[config.mk]
export PLATFORM = sky130hd
export DESIGN_NAME = cjb_const_unit_arb_v
export DESIGN_NICKNAME = d
export VERILOG_FILES = /design/src/rtl/cjb_const_unit_arb_v.sv
export SDC_FILE = /design/constraint.sdc
export NUM_CORES = 1
export LEC_CHECK = 0
export CAP_MARGIN = 20
export CORE_MARGIN = 2
export CORE_UTILIZATION = 35
export CTS_CLUSTER_SIZE = 28
export DETAILED_ROUTE_END_ITERATION = 16
export PLACE_DENSITY = 0.68
export SLEW_MARGIN = 20
export SYNTH_ARGS = -nofsm -noshare
export SYNTH_HDL_FRONTEND = slang
export SYNTH_SLANG_ARGS = --single-unit
[constraint.sdc]
create_clock -name i_clk -period 1.9 [get_ports i_clk]
set_input_delay 0.38 -clock i_clk [delete_from_list [all_inputs] [get_ports i_clk]]
set_output_delay 0.38 -clock i_clk [all_outputs]
set_load 0.01 [all_outputs]
[src/rtl/cjb_const_unit_arb_v.sv]
// Round-robin arbiter sharing one 8-bit constant unit between requesters A and B.
// Optional WAIT_ACK abort timer enabled by defining CJB_ARB_TIMEOUT_EN.
module cjb_const_unit_arb_v #(
  parameter int TIMEOUT = 15
) (
  input  logic       i_clk,
  input  logic       i_rst,
  input  logic       i_req_a,
  input  logic [1:0] i_sel_a,
  input  logic       i_req_b,
  input  logic [1:0] i_sel_b,
  input  logic       i_ack,
  input  logic [7:0] i_const_result,
  input  logic [3:0] i_const_cnvz,
  output logic [1:0] o_func_sel,
  output logic       o_gnt_a,
  output logic       o_gnt_b,
  output logic [7:0] o_result,
  output logic [3:0] o_cnvz,
  output logic       o_valid,
  output logic       o_owner,
  output logic       o_timeout
);

  typedef enum logic [1:0] {S_IDLE, S_ISSUE, S_WAIT} state_t;

  if (TIMEOUT < 1 || TIMEOUT > 255) begin : g_bad_timeout
    $error("TIMEOUT must be in 1..255");
  end

  state_t     r_state;
  state_t     w_next;
  logic [1:0] r_sel_q;
  logic       r_last;
  logic       r_gnt_a;
  logic       r_gnt_b;
  logic [7:0] r_result;
  logic [3:0] r_cnvz;
  logic       r_valid;
  logic       r_owner;
  logic       r_timeout;
  logic       w_any_req;
  logic       w_win_b;
  logic       w_abort;
  logic       w_done;

  assign w_any_req = i_req_a | i_req_b;
  // On a tie the requester not served last wins; r_last = 1 means B was served last.
  assign w_win_b   = i_req_b & (~i_req_a | ~r_last);

`ifdef CJB_ARB_TIMEOUT_EN
  localparam logic [7:0] TO_LAST = 8'(TIMEOUT - 1);
  logic [7:0] r_cnt;

  always_ff @(posedge i_clk or posedge i_rst) begin
    if (i_rst)
      r_cnt <= 8'd0;
    else if (r_state == S_ISSUE)
      r_cnt <= 8'd0;
    else if (r_state == S_WAIT && !i_ack)
      r_cnt <= r_cnt + 8'd1;
  end

  // Ack has precedence over the terminal count.
  assign w_abort = (r_state == S_WAIT) && !i_ack && (r_cnt == TO_LAST);
`else
  assign w_abort = 1'b0;
`endif

  assign w_done = (r_state == S_WAIT) && (i_ack || w_abort);

  always_ff @(posedge i_clk or posedge i_rst) begin
    if (i_rst)
      r_state <= S_IDLE;
    else
      r_state <= w_next;
  end

  always_comb begin
    w_next = r_state;
    case (r_state)
      S_IDLE:  if (w_any_req) w_next = S_ISSUE;
      S_ISSUE: w_next = S_WAIT;
      S_WAIT:  if (w_done) w_next = S_IDLE;
      default: w_next = S_IDLE;
    endcase
  end

  always_comb begin
    o_func_sel = (r_state == S_IDLE) ? 2'b00 : r_sel_q;
  end

  always_ff @(posedge i_clk or posedge i_rst) begin
    if (i_rst) begin
      r_sel_q   <= 2'b00;
      r_last    <= 1'b1;
      r_gnt_a   <= 1'b0;
      r_gnt_b   <= 1'b0;
      r_result  <= 8'h00;
      r_cnvz    <= 4'h0;
      r_valid   <= 1'b0;
      r_owner   <= 1'b0;
      r_timeout <= 1'b0;
    end else begin
      r_timeout <= w_abort;
      case (r_state)
        S_IDLE: begin
          if (w_any_req) begin
            r_gnt_a <= ~w_win_b;
            r_gnt_b <= w_win_b;
            r_owner <= w_win_b;
            r_sel_q <= w_win_b ? i_sel_b : i_sel_a;
          end
        end
        S_ISSUE: begin
          r_result <= i_const_result;
          r_cnvz   <= i_const_cnvz;
          r_valid  <= 1'b1;
        end
        S_WAIT: begin
          if (w_done) begin
            r_valid <= 1'b0;
            r_gnt_a <= 1'b0;
            r_gnt_b <= 1'b0;
            r_last  <= r_owner;
          end
        end
        default: ;
      endcase
    end
  end

  assign o_gnt_a   = r_gnt_a;
  assign o_gnt_b   = r_gnt_b;
  assign o_result  = r_result;
  assign o_cnvz    = r_cnvz;
  assign o_valid   = r_valid;
  assign o_owner   = r_owner;
  assign o_timeout = r_timeout;

endmodule

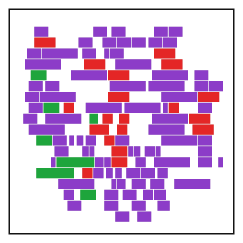
Fig. 1. Sizing map (run 1).
Drawn at 4 px/um.
| size | colour | cells | share |
|---|---|---|---|
| _2 cells | green | 7 | 6.3% |
| _3 and _4 cells | red | 19 | 17% |
| _0 and _1 cells | purple | 85 | 77% |

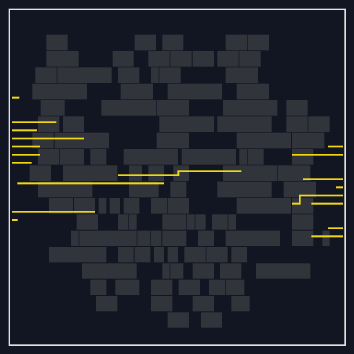
Fig. 2. Met3 routing (run 1).
Drawn at 6 px/um. Cells faint in the background.
nets with wire on the layer: 18
longest straight run: 24.1 um
main direction: horizontal

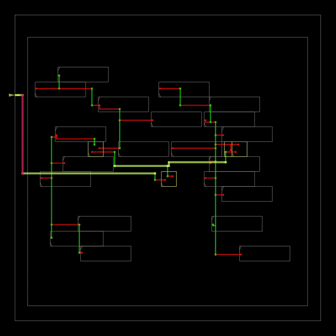
Fig. 3. Clock wiring as the flow saved it (run 1).
worst skew pair latency: 0.29 ns
CTS sink count: 21
clock buffers: 4
registers: 21

==> out/summary.txt, run 1 <==
CP Max Fanout: 7
critical path class: reg -> out
DRT iter0 DRCs: 0
status: finished clean
worst hold slack: 0.308 ns
Synth Cell Area: 937 um^2
DR vias/cell: 4.70
fmax: 0.574 GHz
Gate Count Post-Synth: 67
Routed Antenna Nets: 0
worst hold path type: in -> async
main flop type: dfrtp_1
Final Setup Violations: 0
hpwl dp: 1410 um
Die X-Extent: 55.7 um
max-cap violations: 0
Pleak: 0.626 nW
# IOs: 40
Avg Cell Area, Syn: 14.0 um^2
drt total wl: 1780 um
Yosys cell types: 25
Log Warnings: 26
vias in the first global route: 647
IO buf count: 38
Die Ht: 55.7 um
DRC Markers: 0
Setup TNS: 0 ns
number of cells in Yosys stat: 67
Antenna Cells: 0
routed len/inst: 12.6 um
PostCTS Resize Cnt: 3
buffer count from post-CTS setup fixing: 1
Final Wtd Congestion: 0.753
pwr/cell area: 1580 mW/mm^2
fp util: 37.5%
TritonCTS Buffers: 3
first-pass GRT wire length: 3080 um
Worst path max stage delay: 0.44 ns
DR vias: 663
pins over their slew limit: 0
Clock Tree Buf Depth: 2
layout cell share with drive strength beyond 1: 23.4%
CP max-delay cell: dfrtp_2
worst path required time: 1.52 ns
clock-pin slew on the worst setup and hold paths: 0.10 ns
top area cells in the synthesized netlist: dfrtp_1 53%, mux2_4 14%, mux2_2 4.8%
Post-Syn Nets: 88
final period utilization: 91.8%
drt pass-1 iters: 1
crit end category: output pin
largest net degree at the start of global routing: 14
RSZ-0062 raised after global routing: no
CTS Hold Buffers Added: 0
PnR Total Power: 2.19 mW
Worst setup SP type: flop
P&R area growth vs syn: 48.1%
synth warn: 0
worst-path cell chain: nor2_4 > and2b_1 > dlygate4sd2_1
area leader, netlist: dfrtp_1
area of the core: 0.00250 mm^2
Root Buffer: clkbuf_4
antenna violations before repair: 0
Worst VDD drop: 0.000988 V
Final Skew: 0.00234 ns
Die Size: 0.00311 mm^2
global route overflow: 0
TritonCTS clock tree: done
Hold Vio Cnt, Final: 0
sequential share of the synthesized area: 56.2%
Async S/R FF share, synth: 100%
Critical Path AT: 1.36 ns
number of synthesized flops with an enable pin: 0
H-Tree Depth: 1
yosys stat area: 937 um^2
Flops after synth: 21
Rows: 18
Area leader share: 53.4%
Final #Nets: 133
Tmin final: 1.74 ns
Total GRT Usage: 12.7%
run 1: state kept, by name, summed over array words and instances, names as in the netlist:
name,cells
o_cnvz,4
o_gnt_a,1
o_gnt_b,1
o_owner,1
o_result,8
o_valid,1
r_last,1
r_sel_q,2
r_state,2
run 1: final cells by class:
cell class / count / area [um^2]
Clock buffer: 4 / 26.3
Inverter: 5 / 18.8
Timing Repair Buffer: 42 / 408
Multi-Input combinational cell: 39 / 369
Sequential cell: 21 / 528
Fill cell: 226 / 1110
Tap cell: 30 / 37.5
run 1: per-stage QoR:
| step | std cells | area (um^2) | util, % | worst slack [ns] |
|---|---|---|---|---|
| 2_1_floorplan | 67 | 937 | - | 0.679 |
| 3_3_place_gp | 136 | 1360 | 54.2 | 0.258 |
| 3_5_place_dp | 136 | 1360 | 54.2 | 0.217 |
| 4_1_cts | 141 | 1390 | 55.5 | 0.135 |
| 5_1_grt | 141 | 1390 | 55.5 | 0.0838 |
| 6_report | 141 | 1390 | 55.5 | 0.156 |
run 1: cell families after synthesis:
logic type	share of synthesized area [%]
AND-OR/OR-AND	5.87
AND/OR/NAND/NOR	13.9
buffers and inverters	4.41
multiplexers	19.2
flip-flops	56.2
other	0.400
run 1: path summary, 6_finish.rpt:
| path | startpoint | endpoint | slack (ns) | cells past startpoint |
|---|---|---|---|---|
| min in group i_clk | o_owner | o_owner | 0.51 | 1 |
| hold reg to reg | o_owner | o_owner | 0.51 | 1 |
| hold / removal | i_rst | o_cnvz[2] | 0.31 | 2 |
| setup / recovery | r_state[0] | o_func_sel[0] | 0.16 | 3 |
| setup reg to reg | r_state[1] | o_result[5] | 0.40 | 3 |
| max in group asynchronous | i_rst | r_last | 1.10 | 3 |
run 1: power by group:
group / internal, mW / switching (mW) / leakage [nW]
combinational: 0.744 / 0.423 / 0.363
clock: 0.0817 / 0.119 / 0.0150
sequential: 0.683 / 0.135 / 0.248
total: 1.51 / 0.678 / 0.626
run 1: layer usage:
metal | vias to the layer above | GRT usage, % | wire length, um
met4 | 0 | 3.14 | 14
met3 | 2 | 5.58 | 134
li1 | 318 | - | -
met5 | - | 0 | 0
met1 | 323 | 15.0 | 729
met2 | 20 | 21.3 | 899
run 1: synthesized netlist by cell type, drive strengths merged, types with 2 or more instances:
cell type  number
dfrtp          20
mux2           13
inv             5
nor2b           3
a21oi           2
a221o           2
and2b           2
and4b           2
buf             2
nand2           2
nand3b          2
nor3            2
o21ai           2
run 1: worst max-delay path: cells and delay by family, from the launching register on:
family,cells,cell delay (ns)
simple gates,2,0.36
buf+inv,1,0.27
flops,1,0.44
run 1: layout by cell type, fill, tap and decap left out:
cell type	n
o21bai_1	1
dlygate4sd2_1	2
mux2_2	4
o21ai_0	1
dfrtp_2	1
nor2b_4	1
dfstp_2	1
and2b_1	2
o21ai_1	1
and3_4	1
buf_4	4
nor3_1	2
a21oi_1	2
dfrtp_1	19
inv_1	5
nand3b_1	2
and4b_1	2
clkbuf_1	1
clkdlybuf4s50_1	36
a21o_1	1
a221o_1	2
clkbuf_4	3
conb_1	1
nor2b_1	2
mux2_4	9
nor2_4	1
or2_2	1
nand2_1	2
nor3b_1	1
==> inputs of run 2 (changes only) <==
SLEW_MARGIN = unset   (was 20)
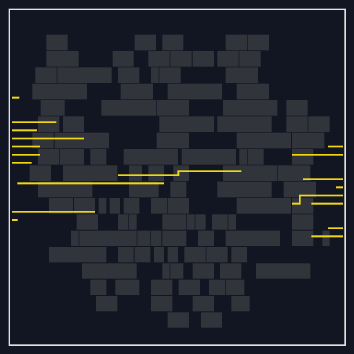
Fig. 4. Met3 routing (run 2).
Drawn at 6 px/um. Cells faint in the background.
wire length on this layer: 134 um
share of all routed wire: 7.5%
longest straight run: 24.1 um
main direction: horizontal
nets with wire on the layer: 18

==> out/summary.txt, run 2 <==
Reg power frac: 37.4% (about the same)
TritonCTS clock tree: done
critical path class: reg -> out
first-pass GRT wire length: 3080 um (unchanged)
Final #Nets: 133 (unchanged)
count leader, synth: dfrtp_1
Tmin final: 1.74 ns (unchanged)
Net Switching: 678 uW (unchanged)
yosys stat area: 937 um^2 (unchanged)
antenna violations before repair: 0 (unchanged)
max-cap violations: 0 (unchanged)
pwr/cell area: 1580 mW/mm^2 (unchanged)
status: finished clean
sequential share of the synthesized area: 56.2% (unchanged)
main flop type: dfrtp_1
CP Max Fanout: 7 (unchanged)
Avg Cell Area, Syn: 14.0 um^2 (unchanged)
Logic cell area: 369 um^2 (unchanged)
Root Buffer: clkbuf_4
layout cell share with drive strength beyond 1: 23.4% (unchanged)
Synth top cells by count: 20 x dfrtp_1, 9 x mux2_4, 5 x inv_1, 4 x mux2_2
drt total wl: 1780 um (unchanged)
Log Warnings: 26 (unchanged)
drt pass-1 iters: 1 (unchanged)
synth warn: 0 (unchanged)
Largest register FFs: 8 (unchanged)
fp util: 37.5% (unchanged)
Pleak: 0.626 nW (unchanged)
Top Layout Cells: 36 x clkdlybuf4s50_1, 19 x dfrtp_1, 9 x mux2_4, 5 x inv_1
routed wl met2: 899 um (unchanged)
Clock Tree Buf Depth: 2 (unchanged)
Area leader share: 53.4% (unchanged)
aoi share: 5.87% (unchanged)
Clock Power Share: 9.2% (about the same)
DR vias/cell: 4.70 (unchanged)
# IOs: 40 (unchanged)
logic gate share of total power: 53.4% (about the same)
Die Size: 0.00311 mm^2 (unchanged)
CP max-delay cell: dfrtp_2
final period utilization: 91.8% (unchanged)
Routed Antenna Nets: 0 (unchanged)
Worst setup SP type: flop
Flops after synth: 21 (unchanged)
Fill cells: 226 (unchanged)
worst-path cell chain: nor2_4 > and2b_1 > dlygate4sd2_1
worst skew pair latency: 0.29 ns (about the same)
DRC Markers: 0 (unchanged)
TritonCTS Buffers: 3 (unchanged)
worst hold slack: 0.308 ns (unchanged)
Worst path max stage delay: 0.44 ns (about the same)
hpwl dp: 1410 um (unchanged)
crit end category: output pin
Hold Vio Cnt, Final: 0 (unchanged)
Final Wtd Congestion: 0.753 (unchanged)
adder-cell share of the synthesized area: 0% (unchanged)
Critical Path AT: 1.36 ns (about the same)
Setup TNS: 0 ns (unchanged)
Gate Count Post-Synth: 67 (unchanged)
simple logic cell fraction of the synthesized area: 13.9% (unchanged)
Final Skew: 0.00234 ns (unchanged)
worst hold path type: in -> async
Antenna Cells: 0 (unchanged)
global route overflow: 0 (unchanged)
clock-pin slew on the worst setup and hold paths: 0.10 ns (about the same)
pins over their slew limit: 0 (unchanged)
area of the core: 0.00250 mm^2 (unchanged)
-- run 2: cell counts after synthesis --
Identical to the previous run, type by type.
-- run 2: final cells by class --
cell class	count	area share, %
repair buffers	42	29.4
flip-flops and latches	21	38.1
clock buffers	4	1.89
well taps	30	2.71
multi-input cells	39	26.6
inverters	5	1.35
-- run 2: what timing repair did --
item,in CTS,in global routing
resized,3,0
hold buffers,0,0
setup endpoints to repair,2,0
buffers inserted,1,0
-- run 2: cells by family after synthesis --
kind of cell | after synthesis
other | 1
multiplexers | 13
buffers and inverters | 7
AND/OR/NAND/NOR | 17
AND-OR/OR-AND | 8
flip-flops | 21
-- run 2: power by group through the flow --
stage / registers, mW / logic [mW] / clock network, mW
floorplan: 0.912 / 0.578 / 0
global placement: 0.827 / 1.15 / 0
detailed placement: 0.836 / 1.17 / 0
CTS: 0.823 / 1.19 / 0.215
global route: 0.851 / 1.26 / 0.231
finish: 0.819 / 1.17 / 0.201
-- run 2: path summary, 6_finish.rpt --
path | to | slack [ns] | cells after the start | from
max in group asynchronous | r_last | 1.10 | 3 | i_rst
min in group i_clk | o_owner | 0.51 | 1 | o_owner
min | o_cnvz[2] | 0.31 | 2 | i_rst
min reg2reg | o_owner | 0.51 | 1 | o_owner
max | o_func_sel[0] | 0.16 | 3 | r_state[0]
max reg2reg | o_result[5] | 0.40 | 3 | r_state[1]
-- run 2: worst max-delay path, delay by kind of cell (launching register included) --
family,cells,cell delay [ns]
AND/OR/NAND/NOR,2,0.36
flip-flops,1,0.44
buffers and inverters,1,0.27
-- run 2: per-stage QoR --
| step | setup slack (ns) | cell area, um^2 | total power, mW | instances |
|---|---|---|---|---|
| detailed placement | 0.217 | 1360 | 2.01 | 136 |
| floorplan | 0.679 | 937 | 1.49 | 67 |
| finish | 0.156 | 1390 | 2.19 | 141 |
| global route | 0.0838 | 1390 | 2.35 | 141 |
| CTS | 0.135 | 1390 | 2.23 | 141 |
| global placement | 0.258 | 1360 | 1.98 | 136 |
-- run 2: routing by layer --
| layer | up-vias | track usage (%) |
|---|---|---|
| li1 | 318 | - |
| met1 | 323 | 15.0 |
| met2 | 20 | 21.3 |
| met3 | 2 | 5.58 |
| met4 | 0 | 3.14 |
| met5 | - | 0 |
Fig. 5: run 2, clock wiring as the flow saved it
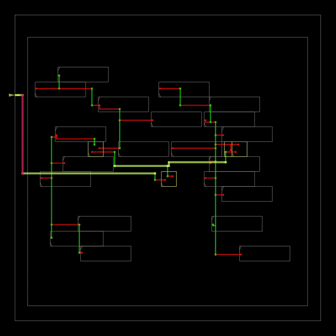

==> inputs of run 3 (changes only) <==
SKIP_CTS_REPAIR_TIMING = 1   (was unset)
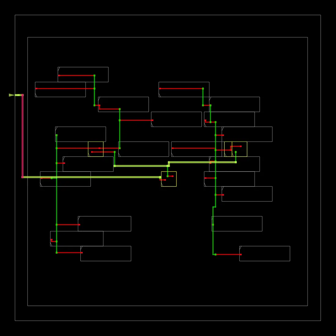
Fig. 6. Clock wiring as the flow saved it (run 3).
TritonCTS Buffers: 3
Final Skew: 0.00368 ns
clock distribution power: 201 uW

==> out/summary.txt, run 3 <==
Tmin final: 1.61 ns (-0.138 ns)
Root Buffer: clkbuf_4
pwr/cell area: 1580 mW/mm^2 (+0.47%)
Placed Area: 0.00136 mm^2 (unchanged)
Avg Cell Area, Syn: 14.0 um^2 (unchanged)
DRC Markers: 0 (unchanged)
drt total wl: 1820 um (+2.3%)
pins over their slew limit: 0 (unchanged)
worst hold path type: in -> async
Top Layout Cells: 36 x clkdlybuf4s50_1, 19 x dfrtp_1, 9 x mux2_4, 6 x buf_4, 5 x inv_1
count leader, synth: dfrtp_1
family with the most delay on the worst path: buffers and inverters
global route overflow: 0 (unchanged)
adder-cell share of the synthesized area: 0% (unchanged)
PnR Total Power: 2.23 mW (+2.1%)
crit path capture: o_valid
Worst Reg-to-Reg Cells: 3 (unchanged)
Clock Tree Buf Depth: 2 (unchanged)
worst skew pair latency: 0.29 ns (about the same)
Synth top cells by count: 20 x dfrtp_1, 9 x mux2_4, 5 x inv_1, 4 x mux2_2
status: finished clean
Gate Count Post-Synth: 67 (unchanged)
worst r2r src: r_state[1]
clock-pin slew on the worst setup and hold paths: 0.10 ns (about the same)
TritonCTS clock tree: done
synth warn: 0 (unchanged)
final period utilization: 84.5% (-7.3 points)
first-pass GRT wire length: 3040 um (-1.6%)
CP Launch Point: o_valid
yosys stat area: 937 um^2 (unchanged)
simple logic cell fraction of the synthesized area: 13.9% (unchanged)
Critical Path AT: 1.23 ns (-0.13 ns)
Die Size: 0.00311 mm^2 (unchanged)
critical path class: reg -> out
Worst path max stage delay: 0.55 ns (+0.11 ns)
CP Max Fanout: 3 (-4)
Hold Vio Cnt, Final: 0 (unchanged)
DR vias/cell: 4.66 (-0.80%)
Largest register FFs: 8 (unchanged)
crit end category: output pin
CP max-delay cell: clkdlybuf4s50_1
Antenna Cells: 0 (unchanged)
Area leader share: 53.4% (unchanged)
[run 3: cell count changes in the layout (fill, tap and decap cells not counted)]
cell / before / now
dlygate4sd2_1: 2 / 0
dlymetal6s2s_1: 0 / 2
buf_4: 4 / 6
[run 3: how the worst min path moves through the flow]
stage / slack, ns / endpoint / cells past startpoint
floorplan: 0.36 / o_cnvz[0] / 1
global placement: 0.48 / o_owner / 1
detailed placement: 0.49 / o_owner / 1
CTS: 0.31 / o_cnvz[2] / 2
global route: 0.31 / o_cnvz[3] / 2
finish: 0.31 / o_cnvz[0] / 2
[run 3: layer usage]
layer | share of wire (%) | routed length, um | track usage, % | vias up
met3 | 7.2 | 130 | 5.58 | 2
met5 | 0 | 0 | 0 | -
met2 | 50 | 907 | 21.1 | 20
met4 | 0.77 | 14 | 3.14 | 0
met1 | 42 | 765 | 14.6 | 324
li1 | - | - | - | 321
[run 3: where the power goes]
group          internal (mW)  switching [mW]
Clock                 0.0817           0.119
Combinational          0.780           0.428
Sequential             0.683           0.141
[run 3: logic make-up (layout without fill, tap and decap cells)]
group / after synthesis / in the layout
DFF: 21 / 21
other: 1 / 1
muxes: 13 / 13
AOI/OAI and AO/OA: 8 / 8
and+or+nand+nor: 17 / 17
buffers and inverters: 7 / 53
[run 3: area by class of cell]
type	instances	area [um^2]	share of cell area [%]
inverter	5	18.8	1.33
tap	30	37.5	2.66
clock buffer	4	26.3	1.86
sequential	21	528	37.4
multi-input combinational	39	369	26.2
timing repair buffer	44	430	30.5
[run 3: worst reg2reg max path: cells and delay by family (launching register included)]
kind          cells  cell delay, ns
simple gates      1            0.40
flops             1            0.42
buf+inv           1            0.17
mux               1            0.39
[run 3: metrics by stage]
step / setup WS, ns / cells / utilization [%]
floorplan: 0.679 / 67 / -
global placement: 0.258 / 136 / 54.2
detailed placement: 0.217 / 136 / 54.2
CTS: -0.120 / 140 / 55.3
global route: 0.219 / 143 / 56.4
finish: 0.294 / 143 / 56.4
Power is estimated from default activity; no workload was simulated.
